==> images/gate_families.png <==
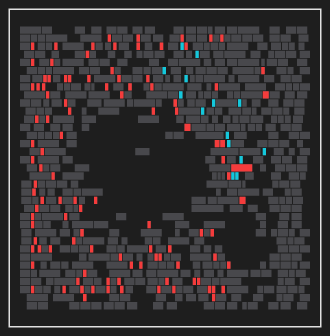
==> images/pdn.png <==
Pins as bars on the die edge.
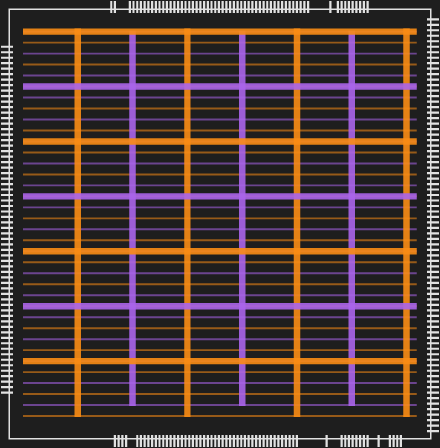
==> images/final_clocks.png <==
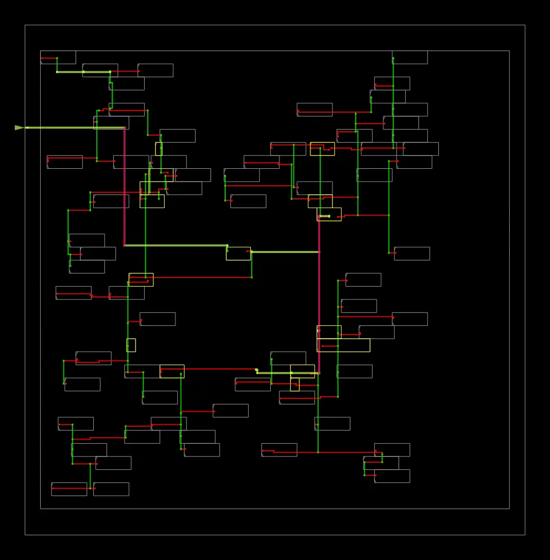
==> images/met1.png <==
Supply wires on this layer in grey.
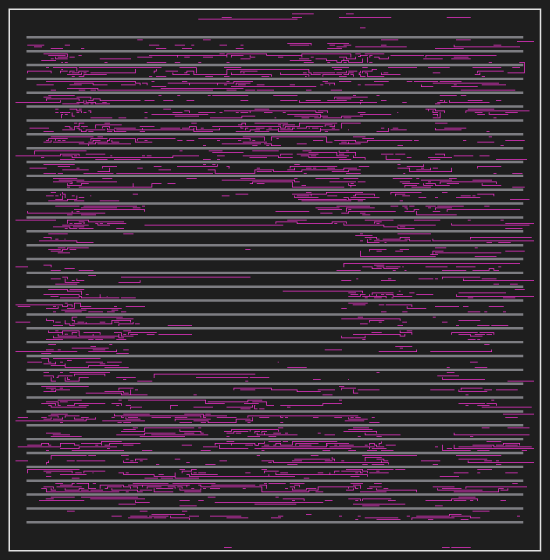
[config.mk]
export PLATFORM = sky130hd
export DESIGN_NAME = bram_port_arbiter
export DESIGN_NICKNAME = d
export VERILOG_FILES = /design/src/rtl/bram_arb_pkg.sv /design/src/rtl/bram_arb_pipe.sv /design/src/rtl/bram_port_arbiter.sv
export SDC_FILE = /design/constraint.sdc
export NUM_CORES = 1
export LEC_CHECK = 0
export CORE_AREA = 3 3 101 103
export DETAILED_ROUTE_END_ITERATION = 16
export DIE_AREA = 0 0 104 106
export GPL_ROUTABILITY_DRIVEN = 0
export PLACE_DENSITY = 0.92
export SYNTH_ARGS = -nofsm -noshare
export SYNTH_HDL_FRONTEND = slang
export SYNTH_SLANG_ARGS = --single-unit
[constraint.sdc]
create_clock -name clk -period 3.82 [get_ports clk]
set_clock_uncertainty 0.05 [all_clocks]
set_input_delay 0.764 -clock clk [delete_from_list [all_inputs] [get_ports clk]]
set_output_delay 0.764 -clock clk [all_outputs]
set_load 0.01 [all_outputs]
[src/rtl/bram_arb_pkg.sv]
// -----------------------------------------------------------------------------
// bram_arb_pkg
// Shared definitions for the data-side BRAM port arbiter:
//   - default address/data widths of the BRAM port
//   - owner encoding carried in the read-return tag
//   - arbitration state encoding
//   - the per-stage pipeline tag structure
// -----------------------------------------------------------------------------
package bram_arb_pkg;

    localparam int DEFAULT_ADDR_WIDTH = 16;
    localparam int DEFAULT_DATA_WIDTH = 32;

    typedef enum logic {
        OWNER_CPU = 1'b0,
        OWNER_DBG = 1'b1
    } owner_e;

    typedef enum logic [1:0] {
        ARB       = 2'd0,
        LOCK_PEND = 2'd1,
        LOCKED    = 2'd2
    } arb_state_e;

    // One entry of the read-return pipeline.
    typedef struct packed {
        logic   valid;
        owner_e owner;
        logic   is_read;
    } pipe_tag_t;

endpackage : bram_arb_pkg

[src/rtl/bram_arb_pipe.sv]
// -----------------------------------------------------------------------------
// bram_arb_pipe
// Two-stage tag pipeline that follows every accepted BRAM access so the read
// data returned by the BRAM can be steered to the requester that issued it.
//
// Ports:
//   clk          clock
//   rst_n        synchronous active-low reset; discards all in-flight tags
//   acc_valid    an access was accepted this cycle
//   acc_owner    owner of the accepted access
//   acc_is_read  accepted access is a read (byte enables all zero)
//   cpu_rvalid   CPU read data valid (2 cycles after acceptance)
//   dbg_rvalid   debug read data valid (2 cycles after acceptance)
//   cpu_inflight stage 1 holds a CPU tag
// -----------------------------------------------------------------------------
module bram_arb_pipe
    import bram_arb_pkg::*;
(
    input  logic   clk,
    input  logic   rst_n,
    input  logic   acc_valid,
    input  owner_e acc_owner,
    input  logic   acc_is_read,
    output logic   cpu_rvalid,
    output logic   dbg_rvalid,
    output logic   cpu_inflight
);

    // Stage 1 is aligned with the registered BRAM command; stage 2 is aligned
    // with the BRAM read data.
    pipe_tag_t stage1_reg;
    pipe_tag_t stage2_reg;
    pipe_tag_t stage1_next;

    always_comb begin
        stage1_next         = '0;
        stage1_next.valid   = acc_valid;
        stage1_next.owner   = acc_owner;
        stage1_next.is_read = acc_is_read;
    end

    always_ff @(posedge clk) begin
        if (!rst_n) begin
            stage1_reg <= '0;
            stage2_reg <= '0;
        end else begin
            stage1_reg <= stage1_next;
            stage2_reg <= stage1_reg;
        end
    end

    assign cpu_rvalid = stage2_reg.valid && stage2_reg.is_read &&
                        (stage2_reg.owner == OWNER_CPU);
    assign dbg_rvalid = stage2_reg.valid && stage2_reg.is_read &&
                        (stage2_reg.owner == OWNER_DBG);

    // The stage-2 tag retires in the current cycle, so after the next edge a
    // CPU tag can only remain if stage 1 holds one now (the CPU cannot be
    // granted while the lock is pending). This lets the lock handover finish
    // within two cycles of entering LOCK_PEND.
    assign cpu_inflight = stage1_reg.valid && (stage1_reg.owner == OWNER_CPU);

endmodule : bram_arb_pipe

[src/rtl/bram_port_arbiter.sv]
// -----------------------------------------------------------------------------
// bram_port_arbiter
// Shares the single data-side BRAM port between the CPU load/store path and
// the UART debug memory-access unit. The winning request is registered onto
// the BRAM port; read data returns to its owner two cycles after acceptance.
// A debug lock gives the host exclusive ownership of the port.
//
// Ports:
//   clk, rst_n                   clock, synchronous active-low reset
//   cpu_req/addr/we/wdata        CPU request (we==0 is a read)
//   cpu_gnt                      CPU request accepted this cycle (combinational)
//   cpu_rvalid/cpu_rdata         CPU read return
//   dbg_req/lock/addr/we/wdata   debug request and exclusive-ownership request
//   dbg_gnt                      debug request accepted this cycle (combinational)
//   dbg_rvalid/dbg_rdata         debug read return
//   dbg_locked                   exclusive ownership in effect
//   bram_en/addr/we/din/dout     BRAM port (dout valid one cycle after en)
//
// Optional feature macro: BRAM_ARB_STATS_EN
//   adds cpu_acc_cnt, dbg_acc_cnt, cpu_stall_cnt (32-bit, wrapping).
// -----------------------------------------------------------------------------
module bram_port_arbiter
    import bram_arb_pkg::*;
#(
    parameter  int ADDR_WIDTH = DEFAULT_ADDR_WIDTH,
    parameter  int DATA_WIDTH = DEFAULT_DATA_WIDTH,
    parameter  int MAX_WAIT   = 8,
    localparam int WE_WIDTH   = DATA_WIDTH / 8,
    localparam int CNT_W      = $clog2(MAX_WAIT + 1)
)
(
    input  logic                  clk,
    input  logic                  rst_n,

    input  logic                  cpu_req,
    input  logic [ADDR_WIDTH-1:0] cpu_addr,
    input  logic [WE_WIDTH-1:0]   cpu_we,
    input  logic [DATA_WIDTH-1:0] cpu_wdata,
    output logic                  cpu_gnt,
    output logic                  cpu_rvalid,
    output logic [DATA_WIDTH-1:0] cpu_rdata,

    input  logic                  dbg_req,
    input  logic                  dbg_lock,
    input  logic [ADDR_WIDTH-1:0] dbg_addr,
    input  logic [WE_WIDTH-1:0]   dbg_we,
    input  logic [DATA_WIDTH-1:0] dbg_wdata,
    output logic                  dbg_gnt,
    output logic                  dbg_rvalid,
    output logic [DATA_WIDTH-1:0] dbg_rdata,
    output logic                  dbg_locked,

    output logic                  bram_en,
    output logic [ADDR_WIDTH-1:0] bram_addr,
    output logic [WE_WIDTH-1:0]   bram_we,
    output logic [DATA_WIDTH-1:0] bram_din,
    input  logic [DATA_WIDTH-1:0] bram_dout
`ifdef BRAM_ARB_STATS_EN
    ,
    output logic [31:0]           cpu_acc_cnt,
    output logic [31:0]           dbg_acc_cnt,
    output logic [31:0]           cpu_stall_cnt
`endif
);

    localparam logic [CNT_W-1:0] WAIT_MAX_C = CNT_W'(MAX_WAIT);

    arb_state_e             state_reg;
    arb_state_e             state_next;
    logic [CNT_W-1:0]       wait_cnt_reg;
    logic [CNT_W-1:0]       wait_cnt_next;

    logic                   cpu_gnt_next;
    logic                   dbg_gnt_next;
    logic                   cpu_acc;
    logic                   dbg_acc;
    logic                   any_acc;

    logic [ADDR_WIDTH-1:0]  win_addr;
    logic [WE_WIDTH-1:0]    win_we;
    logic [DATA_WIDTH-1:0]  win_wdata;
    owner_e                 win_owner;

    logic                   bram_en_reg;
    logic [ADDR_WIDTH-1:0]  bram_addr_reg;
    logic [WE_WIDTH-1:0]    bram_we_reg;
    logic [DATA_WIDTH-1:0]  bram_din_reg;

    logic                   cpu_inflight;

    // -------------------------------------------------------------------------
    // Arbitration FSM: grants and next state
    // -------------------------------------------------------------------------
    always_comb begin
        state_next   = state_reg;
        cpu_gnt_next = 1'b0;
        dbg_gnt_next = 1'b0;

        case (state_reg)
            ARB: begin
                if (cpu_req && dbg_req) begin
                    // CPU has priority until debug has lost MAX_WAIT times.
                    if (wait_cnt_reg == WAIT_MAX_C) begin
                        dbg_gnt_next = 1'b1;
                    end else begin
                        cpu_gnt_next = 1'b1;
                    end
                end else begin
                    cpu_gnt_next = cpu_req;
                    dbg_gnt_next = dbg_req;
                end
                if (dbg_lock) begin
                    state_next = LOCK_PEND;
                end
            end

            LOCK_PEND: begin
                dbg_gnt_next = dbg_req;
                if (!dbg_lock) begin
                    state_next = ARB;
                end else if (!cpu_inflight) begin
                    state_next = LOCKED;
                end
            end

            LOCKED: begin
                dbg_gnt_next = dbg_req;
                if (!dbg_lock) begin
                    state_next = ARB;
                end
            end

            default: begin
                state_next = ARB;
            end
        endcase

        // Grants are combinational, so hold them low while in reset.
        if (!rst_n) begin
            cpu_gnt_next = 1'b0;
            dbg_gnt_next = 1'b0;
        end
    end

    assign cpu_gnt = cpu_gnt_next;
    assign dbg_gnt = dbg_gnt_next;
    assign cpu_acc = cpu_req && cpu_gnt_next;
    assign dbg_acc = dbg_req && dbg_gnt_next;
    assign any_acc = cpu_acc || dbg_acc;

    always_ff @(posedge clk) begin
        if (!rst_n) begin
            state_reg <= ARB;
        end else begin
            state_reg <= state_next;
        end
    end

    assign dbg_locked = (state_reg == LOCKED);

    // -------------------------------------------------------------------------
    // Debug starvation counter
    // -------------------------------------------------------------------------
    always_comb begin
        wait_cnt_next = wait_cnt_reg;
        if (dbg_acc) begin
            wait_cnt_next = '0;
        end else if (dbg_req && !dbg_gnt_next && (wait_cnt_reg != WAIT_MAX_C)) begin
            wait_cnt_next = wait_cnt_reg + CNT_W'(1);
        end
    end

    always_ff @(posedge clk) begin
        if (!rst_n) begin
            wait_cnt_reg <= '0;
        end else begin
            wait_cnt_reg <= wait_cnt_next;
        end
    end

    // -------------------------------------------------------------------------
    // Stage 1: register the winning request onto the BRAM port
    // -------------------------------------------------------------------------
    always_comb begin
        win_addr  = cpu_addr;
        win_we    = cpu_we;
        win_wdata = cpu_wdata;
        win_owner = OWNER_CPU;
        if (dbg_acc) begin
            win_addr  = dbg_addr;
            win_we    = dbg_we;
            win_wdata = dbg_wdata;
            win_owner = OWNER_DBG;
        end
    end

    always_ff @(posedge clk) begin
        if (!rst_n) begin
            bram_en_reg   <= 1'b0;
            bram_addr_reg <= '0;
            bram_we_reg   <= '0;
            bram_din_reg  <= '0;
        end else if (any_acc) begin
            bram_en_reg   <= 1'b1;
            bram_addr_reg <= win_addr;
            bram_we_reg   <= win_we;
            bram_din_reg  <= win_wdata;
        end else begin
            // Idle: disable the port and never write; addr/din hold.
            bram_en_reg   <= 1'b0;
            bram_we_reg   <= '0;
        end
    end

    assign bram_en   = bram_en_reg;
    assign bram_addr = bram_addr_reg;
    assign bram_we   = bram_we_reg;
    assign bram_din  = bram_din_reg;

    // -------------------------------------------------------------------------
    // Read-return tag pipeline
    // -------------------------------------------------------------------------
    bram_arb_pipe u_pipe (
        .clk          (clk),
        .rst_n        (rst_n),
        .acc_valid    (any_acc),
        .acc_owner    (win_owner),
        .acc_is_read  (win_we == '0),
        .cpu_rvalid   (cpu_rvalid),
        .dbg_rvalid   (dbg_rvalid),
        .cpu_inflight (cpu_inflight)
    );

    // Read data is shared; rvalid tells each requester when it is theirs.
    // Forced to zero while reset is asserted so every output reads 0.
    assign cpu_rdata = rst_n ? bram_dout : '0;
    assign dbg_rdata = rst_n ? bram_dout : '0;

`ifdef BRAM_ARB_STATS_EN
    // -------------------------------------------------------------------------
    // Access statistics (wrap modulo 2^32)
    // -------------------------------------------------------------------------
    logic [31:0] cpu_acc_cnt_reg;
    logic [31:0] dbg_acc_cnt_reg;
    logic [31:0] cpu_stall_cnt_reg;

    always_ff @(posedge clk) begin
        if (!rst_n) begin
            cpu_acc_cnt_reg   <= '0;
            dbg_acc_cnt_reg   <= '0;
            cpu_stall_cnt_reg <= '0;
        end else begin
            if (cpu_acc) begin
                cpu_acc_cnt_reg <= cpu_acc_cnt_reg + 32'd1;
            end
            if (dbg_acc) begin
                dbg_acc_cnt_reg <= dbg_acc_cnt_reg + 32'd1;
            end
            if (cpu_req && !cpu_gnt_next) begin
                cpu_stall_cnt_reg <= cpu_stall_cnt_reg + 32'd1;
            end
        end
    end

    assign cpu_acc_cnt   = cpu_acc_cnt_reg;
    assign dbg_acc_cnt   = dbg_acc_cnt_reg;
    assign cpu_stall_cnt = cpu_stall_cnt_reg;
`endif

endmodule : bram_port_arbiter

==> run notes <==
run results: Root Buffer=clkbuf_8, Post-Syn Area per Cell=8.05 um2, Final Instance Area=6000 um2, DR iter-0 viols=169, M1 GR Usage=22.1%, Flop area=roughly 1300 um2, # IOs=around 260, Mapped Area=3430 um2, crit-path leading delay family=buffers and inverters, relative slew slack=57.7%, seq_cells=64, clk tree area frac=3.11%, Cell variety after synth=36, Reg-to-Reg End=wait_cnt_reg[1], dpl hpwl=a little under 10000 um, largest power group=combinational cells, Worst Reg-to-Reg Cells=6, ys flops=64, hold endpoint=u_pipe.stage2_reg[0], Antenna diodes=0, PnR worst setup slack=496 ps, Placed Area=5810 um2, worst path cell trace=clkdlybuf4s50_1, o2111ai_4, or2_2, inv_1, clkdlybuf4s50_1, WHS Path Cells=1, Tcrit/Tclk final=87.0%, initial antenna violation count=0, GRT met3 Usage=7.65%, Seq/Total Area, Yosys=37.4%, ys async rst share=0%, P per Cell Area=383 nW/um2, Max Freq=roughly 0.30 GHz, comb pwr=897 uW, startpoint type of the worst setup path=input port, Routed Antenna Nets=0, synthesis-to-finish area growth=75.0%, clk pwr=between 500 and 600 uW, Logic cell area=1650 um2, first drt pass iteration count=5, clock power share=between 20% and 30%, crit end category=output port, Largest register FFs=32, Post-Route WL=roughly 13000 um, WL/cell=17.1 um, r2r setup slk=1570 ps, most numerous logic cell after layout=clkdlybuf4s50_1, first-pass GRT wire length=20400 um, max cap viols=0, vias=3963, GRT overflow=0, CP startpoint=dbg_req, DRC viols=0, Worst Hold Class=flop to flop, top cells by count, synth=100 x nand2_1, 64 x dfxtp_1, 48 x a31oi_1, 48 x o31ai_1, 35 x and2_1, Placed Cells=754, Setup Viol. Count Final=0, Met1 Wirelength=4590 um, hold_ws=391 ps, pin count of the biggest net entering global routing=56, Tmin final=around 3300 ps, Comb/total area=27.5%, hold buffers post-CTS=0, OpenROAD warning count=31, ao+oa area frac=between 20% and 30%, status=finished, final reports clean, non-clock buffer count=about 270
Notes on gate_families.png above:
| colour | family | cells | most used |
|---|---|---|---|
| red | NAND gates | 106 | nand2_1 |
| cyan | inverters | 14 | inv_1 |

Notes on pdn.png above:
| colour | net |
|---|---|
| orange | VSS |
| purple | VDD |
met1 rails: 36
signal pins: 263
met5 straps: 7
rows: 35

Notes on final_clocks.png above:
clk_buf instances: 11
worst skew pair latency: 330 ps

Notes on met1.png above:
longest straight run: 34.5 um
main direction: horizontal

Power figures rest on the tool's default switching activity, not on a simulated workload.
